==> src/rtl/mercury_seg_arb.sv <==
// Two-requester arbiter for a four-digit seven-segment display.
// Requester 0 always wins and may preempt requester 1; the accepted
// content is decoded once at accept time and held for HOLD_CYCLES cycles.
module mercury_seg_arb #(
  parameter int HOLD_CYCLES = 50000000
) (
  input  logic        app_clk,
  input  logic        app_arst,
  input  logic        req0_valid,
  input  logic [15:0] req0_data,
  input  logic [3:0]  req0_dots,
  output logic        req0_ready,
  input  logic        req1_valid,
  input  logic [15:0] req1_data,
  input  logic [3:0]  req1_dots,
  output logic        req1_ready,
  input  logic        blank_lz,
  output logic [6:0]  A_TO_G0_out,
  output logic [6:0]  A_TO_G1_out,
  output logic [6:0]  A_TO_G2_out,
  output logic [6:0]  A_TO_G3_out,
  output logic [3:0]  DOTS_out,
  output logic        enable_out,
  output logic [1:0]  owner_out
);

  typedef enum logic [1:0] {
    IDLE  = 2'd0,
    SHOW0 = 2'd1,
    SHOW1 = 2'd2
  } state_t;

  // Counter reload: the display stays lit for HOLD_CYCLES cycles after accept.
  localparam logic [25:0] LP_RELOAD = 26'(HOLD_CYCLES - 1);

  state_t      r_state;
  logic [25:0] r_cnt;
  logic [6:0]  r_seg0;
  logic [6:0]  r_seg1;
  logic [6:0]  r_seg2;
  logic [6:0]  r_seg3;
  logic [3:0]  r_dots;
  logic        r_enable;
  logic [1:0]  r_owner;

  logic        w_acc0;
  logic        w_acc1;
  logic [15:0] w_selData;
  logic [3:0]  w_selDots;
  logic [3:0]  w_nibZero;
  logic [2:0]  w_blank;
  logic [6:0]  w_seg0;
  logic [6:0]  w_seg1;
  logic [6:0]  w_seg2;
  logic [6:0]  w_seg3;

  // Hex nibble to active-high segments, bit6 = a down to bit0 = g.
  function automatic logic [6:0] f_decode(input logic [3:0] nib);
    logic [6:0] seg;
    case (nib)
      4'h0: seg = 7'h7E;
      4'h1: seg = 7'h30;
      4'h2: seg = 7'h6D;
      4'h3: seg = 7'h79;
      4'h4: seg = 7'h33;
      4'h5: seg = 7'h5B;
      4'h6: seg = 7'h5F;
      4'h7: seg = 7'h70;
      4'h8: seg = 7'h7F;
      4'h9: seg = 7'h7B;
      4'hA: seg = 7'h77;
      4'hB: seg = 7'h1F;
      4'hC: seg = 7'h4E;
      4'hD: seg = 7'h3D;
      4'hE: seg = 7'h4F;
      default: seg = 7'h47;
    endcase
    return seg;
  endfunction

  // Requester 0 is never stalled; requester 1 yields to requester 0 and to SHOW0.
  assign req0_ready = 1'b1;
  assign req1_ready = (r_state != SHOW0) && !req0_valid;

  assign w_acc0 = req0_valid;
  assign w_acc1 = req1_valid && req1_ready;

  // Pick the winning offer and build its blanked segment patterns.
  always_comb begin
    w_selData = w_acc0 ? req0_data : req1_data;
    w_selDots = w_acc0 ? req0_dots : req1_dots;
    w_nibZero[0] = (w_selData[15:12] == 4'h0);
    w_nibZero[1] = (w_selData[11:8]  == 4'h0);
    w_nibZero[2] = (w_selData[7:4]   == 4'h0);
    w_nibZero[3] = (w_selData[3:0]   == 4'h0);
    w_blank[0] = blank_lz && w_nibZero[0];
    w_blank[1] = w_blank[0] && w_nibZero[1];
    w_blank[2] = w_blank[1] && w_nibZero[2];
    w_seg0 = w_blank[0] ? 7'h00 : f_decode(w_selData[15:12]);
    w_seg1 = w_blank[1] ? 7'h00 : f_decode(w_selData[11:8]);
    w_seg2 = w_blank[2] ? 7'h00 : f_decode(w_selData[7:4]);
    w_seg3 = f_decode(w_selData[3:0]);
  end

  // Arbitration FSM with hold counter and registered display outputs.
  always_ff @(posedge app_clk or posedge app_arst) begin
    if (app_arst) begin
      r_state  <= IDLE;
      r_cnt    <= 26'd0;
      r_seg0   <= 7'h00;
      r_seg1   <= 7'h00;
      r_seg2   <= 7'h00;
      r_seg3   <= 7'h00;
      r_dots   <= 4'h0;
      r_enable <= 1'b0;
      r_owner  <= 2'b00;
    end else if (w_acc0 || w_acc1) begin
      r_state  <= w_acc0 ? SHOW0 : SHOW1;
      r_cnt    <= LP_RELOAD;
      r_seg0   <= w_seg0;
      r_seg1   <= w_seg1;
      r_seg2   <= w_seg2;
      r_seg3   <= w_seg3;
      r_dots   <= w_selDots;
      r_enable <= 1'b1;
      r_owner  <= w_acc0 ? 2'b01 : 2'b10;
    end else if (r_state != IDLE && r_cnt == 26'd0) begin
      r_state  <= IDLE;
      r_seg0   <= 7'h00;
      r_seg1   <= 7'h00;
      r_seg2   <= 7'h00;
      r_seg3   <= 7'h00;
      r_dots   <= 4'h0;
      r_enable <= 1'b0;
      r_owner  <= 2'b00;
    end else if (r_cnt != 26'd0) begin
      r_cnt <= r_cnt - 26'd1;
    end
  end

  assign A_TO_G0_out = r_seg0;
  assign A_TO_G1_out = r_seg1;
  assign A_TO_G2_out = r_seg2;
  assign A_TO_G3_out = r_seg3;
  assign DOTS_out    = r_dots;
  assign enable_out  = r_enable;
  assign owner_out   = r_owner;

endmodule

==> config.mk <==
export PLATFORM = sky130hd
export DESIGN_NAME = mercury_seg_arb
export DESIGN_NICKNAME = d
export VERILOG_FILES = /design/src/rtl/mercury_seg_arb.sv
export SDC_FILE = /design/constraint.sdc
export NUM_CORES = 1
export LEC_CHECK = 0
export CORE_MARGIN = 2
export CORE_UTILIZATION = 50
export CTS_CLUSTER_SIZE = 25
export DETAILED_ROUTE_END_ITERATION = 16
export PLACE_DENSITY = 0.89
export SYNTH_ARGS = -nofsm -noshare
export SYNTH_HDL_FRONTEND = slang
export SYNTH_SLANG_ARGS = --single-unit
==> constraint.sdc <==
create_clock -name app_clk -period 3.04 [get_ports app_clk]
set_input_delay 0.456 -clock app_clk [delete_from_list [all_inputs] [get_ports app_clk]]
set_output_delay 0.456 -clock app_clk [all_outputs]
set_load 0.02 [all_outputs]
==> results.toml, run 1 <==
# generated from flow reports
[placed_design]
place_congestion = 0.951
place_area_um2 = 4870
pre_cts_ws_ps = 401
dp_cells = 600
hpwl_um = 7660

[logic_synthesis]
ys_area_um2 = 3980
muxShareOfSynthArea = 0.0879
flop_cell = "dfrtp_1"
top_logic_kind = "simple AND/OR/NAND/NOR gates"
synth-async-reset-ratio = 1.00
fp_nets = 497
yosysWarnings = 0
ys_cells = 427
xor_share = 0
ys_ff = 61
syn-cell-area_um2 = 3980
synthAoiAreaFrac = 0.193
ys_types = 56

[worst_setup_path]
startpoint_type = "flop"
cp-end-kind = "flop"
slowest_stage = "or2_1"
path_delay_family = "simple AND/OR/NAND/NOR gates"

[worst_hold_path]
hold_path_class = "flop to flop"

[finish]
area_dominant_class = "combinational gates"
nClkBuffers = 10
layout.non_clock_buffers = 89
logic_gate_count = 327
drive_above_1_share = 0.0992
fill_cells = 589
mi_logic_area_um2 = 2280
buffer_area_frac = 0.171
final_cells = 616
finalNetCount = 579

[timing]
finalCriticalPeriod_ps = 2380
maxSlewHeadroom = 0.449
worstMarginPinSlew_ps = 827
fmax_ghz = 0.421
rsz0062_at_grt = "no"

[cts]
cts_inserted_buffers = 9
cts_resized = 0
root_buffer = "clkbuf_8"
hold_buffers = 0
clkTransAtPathRegs_ps = 70
cts_buffer_depth = 2

[power_and_ir_drop]
switching_share = 0.329
p_seq_frac = 0.414
pwr-share-comb = 0.296
clkPwrFrac = 0.290
power.switching_mw = 0.740
total_power_mw = 2.25
pg_comb_mw = 0.666

[detailed_routing]
drt-initial-drc-count = 262
ant_nets = 0
drc_errors = 0

[floorplan]
taps = 102
io_pins = 82

[run]
maxCapViolCount = 0

[run_status]
status = "completed"
-- run 1: state kept, by name (all words and copies together) (netlist names) --
signal       flops
r_cnt           26
A_TO_G0_out      7
A_TO_G1_out      7
A_TO_G2_out      7
A_TO_G3_out      7
DOTS_out         4
r_state          2
enable_out       1
-- run 1: placed cells by master (no fill, tap or decap), types with 4 or more instances in the layout --
cell type	instances
mux2_2	10
clkbuf_8	10
nor3_1	18
o31ai_1	4
o21ai_0	31
a211oi_1	4
nand2_1	43
a31oi_1	6
nand3b_1	4
ha_1	25
dfrtp_1	61
a32o_1	4
and3_1	8
nand3_1	11
a21o_1	4
clkdlybuf4s50_1	79
nor4_1	6
a222oi_1	4
mux2i_1	17
nor2_1	29
buf_4	9
inv_1	20
a21oi_1	22
nand2b_1	4
a22o_1	14
or3_1	10
a22oi_1	5
-- run 1: per-layer routing --
layer,track usage,vias to the layer above,part of all wire
met3,0.0685,25,0.091
met4,0.0846,0,0.020
met1,0.320,1793,0.40
met2,0.417,179,0.49
met5,0,-,0
li1,-,1753,-
-- run 1: final timing paths --
kind                                            start                         end  slack [ps]  cells past startpoint
hold / removal             A_TO_G3_out[1]$_DFFE_PP0P_  A_TO_G3_out[1]$_DFFE_PP0P_         470                      2
setup reg to reg                 r_cnt[0]$_DFFE_PP0P_       r_cnt[25]$_DFFE_PP0P_         660                      7
setup / recovery                 r_cnt[0]$_DFFE_PP0P_       r_cnt[25]$_DFFE_PP0P_         660                      7
max in group asynchronous                    app_arst  A_TO_G3_out[2]$_DFFE_PP0P_        1850                      3
hold reg to reg            A_TO_G3_out[1]$_DFFE_PP0P_  A_TO_G3_out[1]$_DFFE_PP0P_         470                      2
min in group asynchronous                    app_arst       r_cnt[24]$_DFFE_PP0P_         490                      2
-- run 1: tightest hold or removal path: stages, from the launching register on --
cell and delay, ps:
dfrtp_1 350, nand2_1 50, nand2_1 50
-- run 1: Yosys cell counts, drive strengths merged (2+ instances only) --
cell / n / area, µm²
a222oi: 4 / 40.0
nand2: 43 / 161
mux2i: 18 / 193
nand4: 4 / 31.3
nand3: 11 / 55.1
o31ai: 4 / 30.0
o211ai: 2 / 15.0
and4: 2 / 17.5
buf: 13 / 86.3
a21oi: 23 / 115
nand3b: 4 / 30.0
nor2: 30 / 115
inv: 21 / 78.8
a21o: 4 / 30.0
nor3: 20 / 110
clkbuf: 5 / 18.8
a31oi: 6 / 37.5
mux4: 2 / 45.0
a32o: 4 / 40.0
o21ai: 34 / 170
a22oi: 5 / 37.5
a32oi: 3 / 26.3
ha: 25 / 313
and3: 8 / 50.1
or3: 10 / 62.6
or4: 4 / 33.8
mux2: 10 / 113
nand2b: 4 / 25.0
dfrtp: 61 / 1530
and2: 3 / 18.8
nor4: 9 / 92.6
a22o: 14 / 123
a211oi: 4 / 30.0
o22ai: 2 / 12.5
-- run 1: kinds of logic (layout without fill, tap and decap cells) --
kind of cell	count (synthesis)	count (layout)
other	1	1
AND-OR/OR-AND	116	116
multiplexers	30	30
flip-flops	61	61
adder cells (fa/ha/maj)	25	25
buffers and inverters	39	126
AND/OR/NAND/NOR	155	155
Run 1, PDN straps and rails:
Drawn at 4 px/µm. Pins as bars on the die edge.
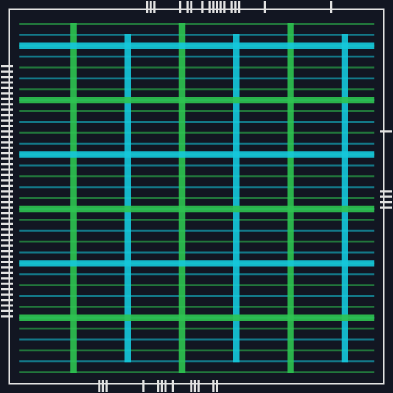
color	net
green	VSS
cyan	VDD
met5 straps	6
met4 straps	6
rows	32
signal pins	82
met1 rails	33
Core Area: 7730 µm²
die outline height: 93.3 µm
peak supply drop: 0.284 mV
width of the die: 93.3 µm

Run 1, placed cells, one color a class:
Drawn at 3 px/µm. Fill, decap, tap and diode cells in gray.
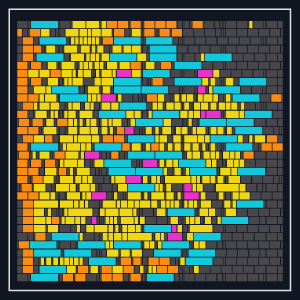
color	class	cells	share of their area
yellow	all other logic	348	48%
cyan	flops	61	31%
magenta	clock drivers and dummy loads	16	3.6%
orange	other buffers and delay cells	89	18%
Rows: 32
Final Util: 0.653
sequential share of cell area: 0.302
cell area after layout: 5050 µm²

Run 1, clock distribution:
Drawn at 6 px/µm.
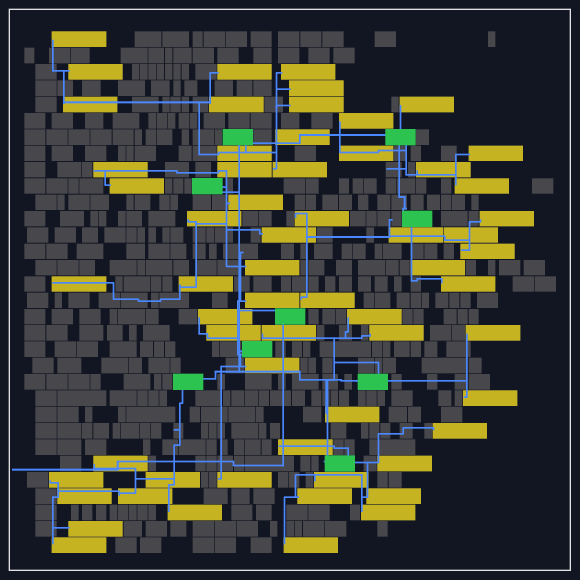
[blue] clock wires | length: 830 µm
[green] cells driving clock nets | count: 9
[yellow] flip-flops | count: 61
routed clock nets	10
Insertion Delay late pin: 340 ps
clk pwr: 0.654 mW
Clock Skew: 11.8 ps

Run 1, routed metal, one color a layer:
Drawn at 4 px/µm. Two of the layers only.
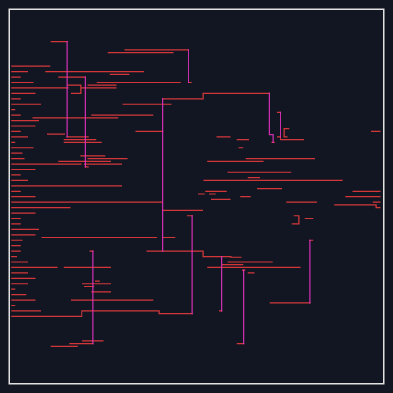
color	layer	wire length
red	met3	939 µm
magenta	met4	207 µm
per-cell routed wire length: 16.8 µm
GR Util All Layers: 0.252
vias: 3750
drt total wl: 10400 µm

Run 1, placed standard cells:
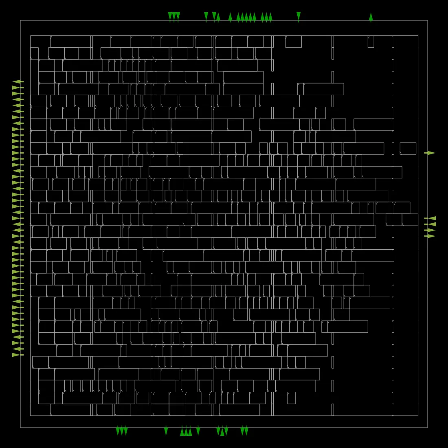

## Run 2: what changed since run 1
==> constraint.sdc (replaced) <==
create_clock -name app_clk -period 2.3 [get_ports app_clk]
set_input_delay 0.345 -clock app_clk [delete_from_list [all_inputs] [get_ports app_clk]]
set_output_delay 0.345 -clock app_clk [all_outputs]
set_load 0.02 [all_outputs]
Run 2, placed standard cells:
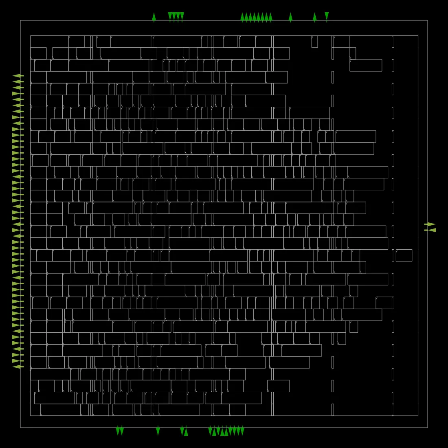
# fillers: 533
Layout Cells excl Fill: 640

Run 2, routed metal, one color a layer:
Drawn at 4 px/µm. Two of the layers only.
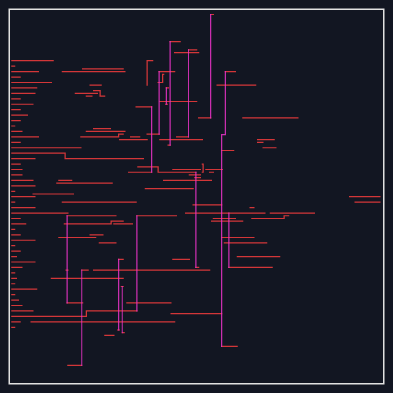
color	layer	wire length
red	met3	836 µm
magenta	met4	315 µm
drt total wl: 11200 µm
per-cell routed wire length: 17.6 µm
vias: 3930
GR Util All Layers: 0.281

==> results.toml, run 2 <==
# generated from flow reports
[logic_synthesis]
synth_top_cell_by_count = "dfrtp_1"
topCellsByArea = "dfrtp_1, ha_1, mux2i_1"
yosysWarnings = 0
top_cell_area_share = 0.383
synth-async-reset-ratio = 1.00
top_cells_by_count = "dfrtp_1, nand2_1, o21ai_0, nor2_1, ha_1"
ys_cells = 427
ys_ff = 61
flop_cell = "dfrtp_1"

[timing]
finClkSkew_ps = 11.3
worstMarginPinSlew_ps = 504
fmax_ghz = 0.458
finalCriticalPeriod_ps = 2180
maxSlewHeadroom = 0.654

[grt]
grtUsageMet1 = 0.343
use_met2 = 0.480
met3_usage = 0.0701
grt-busiest-layer = "met2"

[power_and_ir_drop]
power.switching_mw = 1.01
switching_share = 0.302
p_seq_frac = 0.372

[finish]
finalNetCount = 603
layout_top_cells = "clkdlybuf4s50_1, dfrtp_1, nand2_1"
largest-register = "r_cnt"
fin_util = 0.691
final_area_um2 = 5340
mi_logic_area_um2 = 2310
largest_reg_flops = 26
drive_above_1_share = 0.145

[worst_setup_path]
cp-end-kind = "flop"
slowest_stage = "dfrtp_1"
startpoint_type = "flop"

[run]
maxCapViolCount = 0

[floorplan]
die_h_um = 93.3
core_area_um2 = 7730
io_pins = 82
placementRows = 32

[cts]
clkTransAtPathRegs_ps = 70
root_buffer = "clkbuf_8"
cts_buffer_depth = 2
cts_inserted_buffers = 9

[placed_design]
place_area_um2 = 5080
place_congestion = 0.899
pre_cts_ws_ps = 32.2
dp_cells = 623

[detailed_routing]
drt-initial-drc-count = 310
drc_errors = 0

[worst_hold_path]
hold_path_class = "input port to asynchronous set/reset pin"

[run_status]
status = "completed"
Run 2, PDN straps and rails:
Drawn at 4 px/µm. Pins as bars on the die edge.
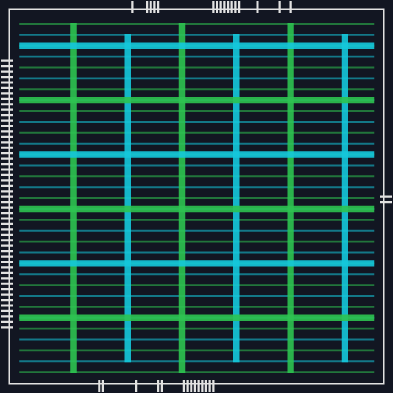
color	net
green	VSS
cyan	VDD
met4 straps	6
signal pins	82
met1 rails	33
met5 straps	6
rows	32
peak supply drop: 0.373 mV

## run 2: cell counts after synthesis
No cell type changed its count.
## run 2: layout make-up
cell class / instances / area share
Multi-Input combinational cell: 327 / 0.433
Sequential cell: 61 / 0.286
Timing Repair Buffer: 113 / 0.198
Clock buffer: 10 / 0.0239
Tap cell: 102 / 0.0239
Clock inverter: 6 / 0.0208
Inverter: 21 / 0.0148
## run 2: tightest hold or removal path, delay by kind of cell
family | cells | cell delay (ps)
buffers and inverters | 3 | 760
## run 2: power by group through the flow
stage          registers, mW  logic, mW  clock network (mW)
2_1_floorplan           1.36      0.377                   0
3_3_place_gp            1.26      0.892                   0
3_5_place_dp            1.26      0.926                   0
4_1_cts                 1.24      0.935                1.17
5_1_grt                 1.26       1.01                1.23
6_report                1.25      0.940                1.17
## run 2: what timing repair did
action | CTS | global route
hold buffers | 0 | 0
buffers inserted | 1 | 0
endpoints found under the hold margin | 0 | 0
setup endpoints to repair | 1 | 12
resized | 0 | 3
pin swaps | 0 | 1
## run 2: cells by family after synthesis
logic type | synth area share
multiplexers | 0.0879
adder cells (fa/ha/maj) | 0.0785
flip-flops | 0.383
other | 0.000941
AND/OR/NAND/NOR | 0.211
buffers and inverters | 0.0462
AND-OR/OR-AND | 0.193
## run 2: final timing paths
| check | start | end | slack, ps | cells after the start |
|---|---|---|---|---|
| max reg2reg | r_cnt[0]$_DFFE_PP0P_ | DOTS_out[2]$_DFFE_PP0P_ | 120 | 8 |
| max | r_cnt[0]$_DFFE_PP0P_ | DOTS_out[2]$_DFFE_PP0P_ | 120 | 8 |
| min reg2reg | A_TO_G3_out[1]$_DFFE_PP0P_ | A_TO_G3_out[1]$_DFFE_PP0P_ | 470 | 2 |
| min | app_arst | r_cnt[21]$_DFFE_PP0P_ | 370 | 3 |
| max in group asynchronous | app_arst | r_cnt[2]$_DFFE_PP0P_ | 1650 | 3 |
| min in group app_clk | A_TO_G3_out[1]$_DFFE_PP0P_ | A_TO_G3_out[1]$_DFFE_PP0P_ | 470 | 2 |
## run 2: stage by stage
stage                     power, mW  hold WS (ps)
after global placement         2.15           449
after CTS                      3.35           386
final                          3.35           366
after floorplan                1.74           470
after detailed placement       2.19           457
after global routing           3.49           403
## run 2: routing by layer
layer,wire (µm),vias up,share of wire
met3,835,33,0.074
met1,4460,1906,0.40
li1,-,1796,-
met5,0,-,0
met4,315,0,0.028
met2,5640,195,0.50
Run 2, clock distribution:
Drawn at 6 px/µm.
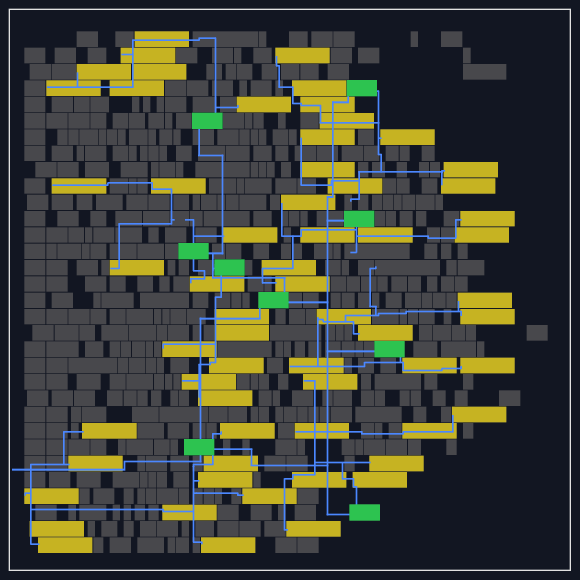

## Run 3: what changed since run 2
--- a/config.mk
+++ b/config.mk
@@ -5,11 +5,14 @@
 export SDC_FILE = /design/constraint.sdc
 export NUM_CORES = 1
 export LEC_CHECK = 0
+export CELL_PAD_IN_SITES_DETAIL_PLACEMENT = 0
+export CELL_PAD_IN_SITES_GLOBAL_PLACEMENT = 1
 export CORE_MARGIN = 2
-export CORE_UTILIZATION = 50
+export CORE_UTILIZATION = 39
 export CTS_CLUSTER_SIZE = 25
 export DETAILED_ROUTE_END_ITERATION = 16
-export PLACE_DENSITY = 0.89
+export GPL_TIMING_DRIVEN = 0
+export PLACE_DENSITY = 0.91
 export SYNTH_ARGS = -nofsm -noshare
 export SYNTH_HDL_FRONTEND = slang
 export SYNTH_SLANG_ARGS = --single-unit
Run 3, clock distribution:
Drawn at 6 px/µm.
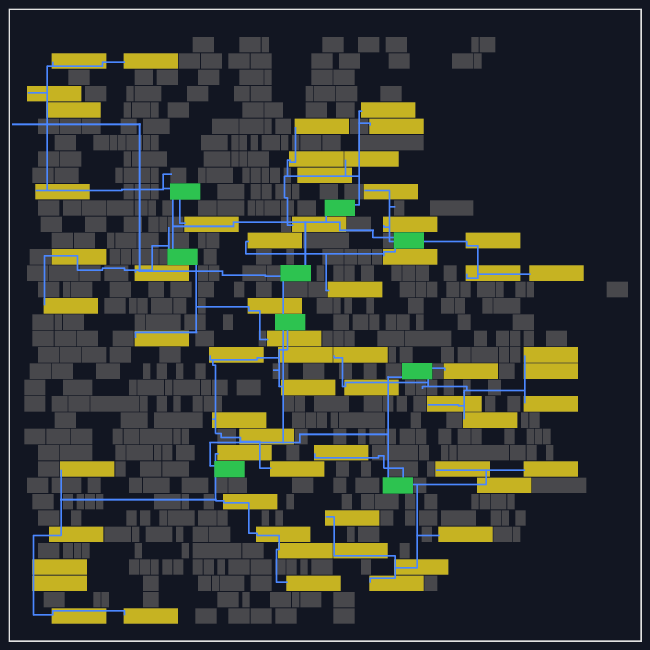
[green] cells driving clock nets | count: 9
[blue] clock wires | length: 864 µm
[yellow] flip-flops | count: 61
routed clock nets	10
clk pwr: 0.978 mW
Clock Skew: 11.0 ps
Insertion Delay late pin: 350 ps
Clk pwr share: 0.313

Run 3, PDN straps and rails:
Drawn at 4 px/µm. Pins as bars on the die edge.
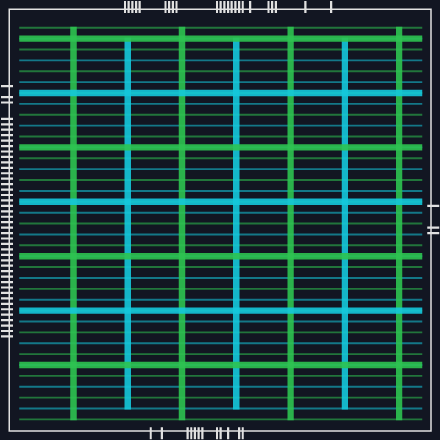
color	net
green	VSS
cyan	VDD
met5 straps	7
rows	36
peak supply drop: 0.263 mV
die outline height: 105 µm
width of the die: 105 µm
Core Area: 9860 µm²

==> results.toml, run 3 <==
# generated from flow reports
[worst_setup_path]
cp-end-kind = "flop"
startpoint_type = "flop"

[logic_synthesis]
ys_ff = 61
flop_cell = "dfrtp_1"
synth_top_cell_by_count = "dfrtp_1"
ys_cells = 427
syn-cell-area_um2 = 3980
ys_area_um2 = 3980
topCellsByArea = "dfrtp_1, ha_1, mux2i_1"
top_cell_area_share = 0.383
yosysWarnings = 0
top_area_cell = "dfrtp_1"
ys_types = 56

[detailed_routing]
wl_met1_um = 4920
ant_nets = 0
drt-initial-drc-count = 206
met3WireLength_um = 708
drc_errors = 0
top_layer = "met4"
dr_wl_met2_um = 5320

[finish]
largest_reg_flops = 26
final_cells = 656
fill_cells = 874
drive_above_1_share = 0.126
finalNetCount = 588
syn2layout_area_growth_pct = 32.4
largest-register = "r_cnt"
layout_top_cells = "clkdlybuf4s50_1, dfrtp_1, nand2_1"
mostFrequentLayoutCell = "clkdlybuf4s50_1"
final_area_um2 = 5280

[timing]
finalCriticalPeriod_ps = 2190
holdWs_ps = 342
worstMarginPinSlew_ps = 616
fmax_ghz = 0.457
maxSlewHeadroom = 0.577

[run]
maxCapViolCount = 0

[run_status]
status = "completed"

[placed_design]
place_area_um2 = 4990

[worst_hold_path]
hold_path_class = "input port to asynchronous set/reset pin"

[floorplan]
placementRows = 36
io_pins = 82

[cts]
cts_buffer_depth = 2
root_buffer = "clkbuf_8"
cts_inserted_buffers = 9

[power_and_ir_drop]
total_power_mw = 3.12
Run 3, routed metal, one color a layer:
Drawn at 4 px/µm. Two of the layers only.
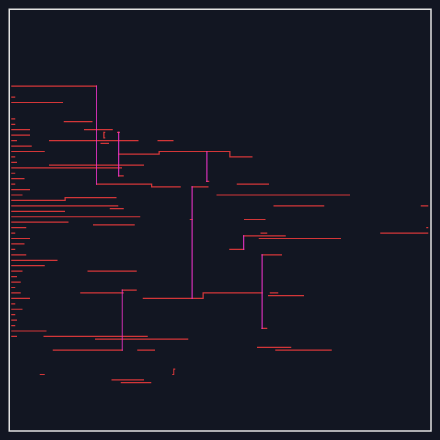
color	layer	wire length
magenta	met4	107 µm
red	met3	709 µm
vias: 3724
drt total wl: 11100 µm
per-cell routed wire length: 16.9 µm
GR Util All Layers: 0.209

==> run 3: worst paths after layout <==
path / start / endpoint / slack [ps] / cells past startpoint
setup / recovery: r_state[1]$_DFFE_PP0P_ / r_cnt[5]$_DFFE_PP0P_ / 110 / 5
setup reg to reg: r_state[1]$_DFFE_PP0P_ / r_cnt[5]$_DFFE_PP0P_ / 110 / 5
max in group asynchronous: app_arst / r_cnt[23]$_DFFE_PP0P_ / 1360 / 3
min in group app_clk: A_TO_G3_out[1]$_DFFE_PP0P_ / A_TO_G3_out[1]$_DFFE_PP0P_ / 490 / 2
hold reg to reg: A_TO_G3_out[1]$_DFFE_PP0P_ / A_TO_G3_out[1]$_DFFE_PP0P_ / 490 / 2
hold / removal: app_arst / r_cnt[1]$_DFFE_PP0P_ / 340 / 2
==> run 3: stage by stage <==
stage / TNS [ps] / util / worst slack (ps)
2_1_floorplan: 0 / - / 1.31
3_3_place_gp: -53900 / 0.504 / -754
3_5_place_dp: -9220 / 0.506 / -491
4_1_cts: -39.3 / 0.528 / -20.4
5_1_grt: -15.2 / 0.535 / -11.2
6_report: 0 / 0.535 / 111
==> run 3: repair_timing <==
| action | CTS | global route |
|---|---|---|
| endpoints found under the setup margin | 20 | 52 |
| pin swaps | 1 | 2 |
| gates cloned | 0 | 0 |
| gates resized | 4 | 16 |
| buffers inserted | 0 | 1 |
==> run 3: power by group <==
group,internal [mW],switching [mW]
combinational,0.426,0.478
sequential,1.17,0.0673
clock,0.525,0.452
==> run 3: area by class of cell <==
cell class	instances	share of cell area
Buffer	17	0.0218
Clock buffer	10	0.0261
Clock inverter	6	0.0119
Inverter	21	0.0149
Multi-Input combinational cell	327	0.449
Sequential cell	61	0.289
Tap cell	133	0.0315
Timing Repair Buffer	81	0.155
==> run 3: worst max-delay path, stage by stage, from the launching register on <==
cell,delay [ps]
dfrtp_1,410
nand2b_1,190
a21oi_1,490
clkbuf_2,400
clkbuf_1,400
o21ai_0,160
==> run 3: cells by family (layout without fill, tap and decap cells) <==
kind of cell | Yosys count | in the layout | synth area share
compound gates | 116 | 116 | 0.193
buf+inv | 39 | 135 | 0.0462
simple gates | 155 | 155 | 0.211
fa+ha+maj | 25 | 25 | 0.0785
other cells | 1 | 1 | 0.000941
mux | 30 | 30 | 0.0879
flops | 61 | 61 | 0.383
==> run 3: metal layers <==
metal,GRT usage,vias to the layer above
met5,0,-
met4,0.0629,0
met3,0.0530,17
met2,0.344,121
met1,0.271,1822
li1,-,1764
No activity file was given, so power comes from the tool's default toggle rates.
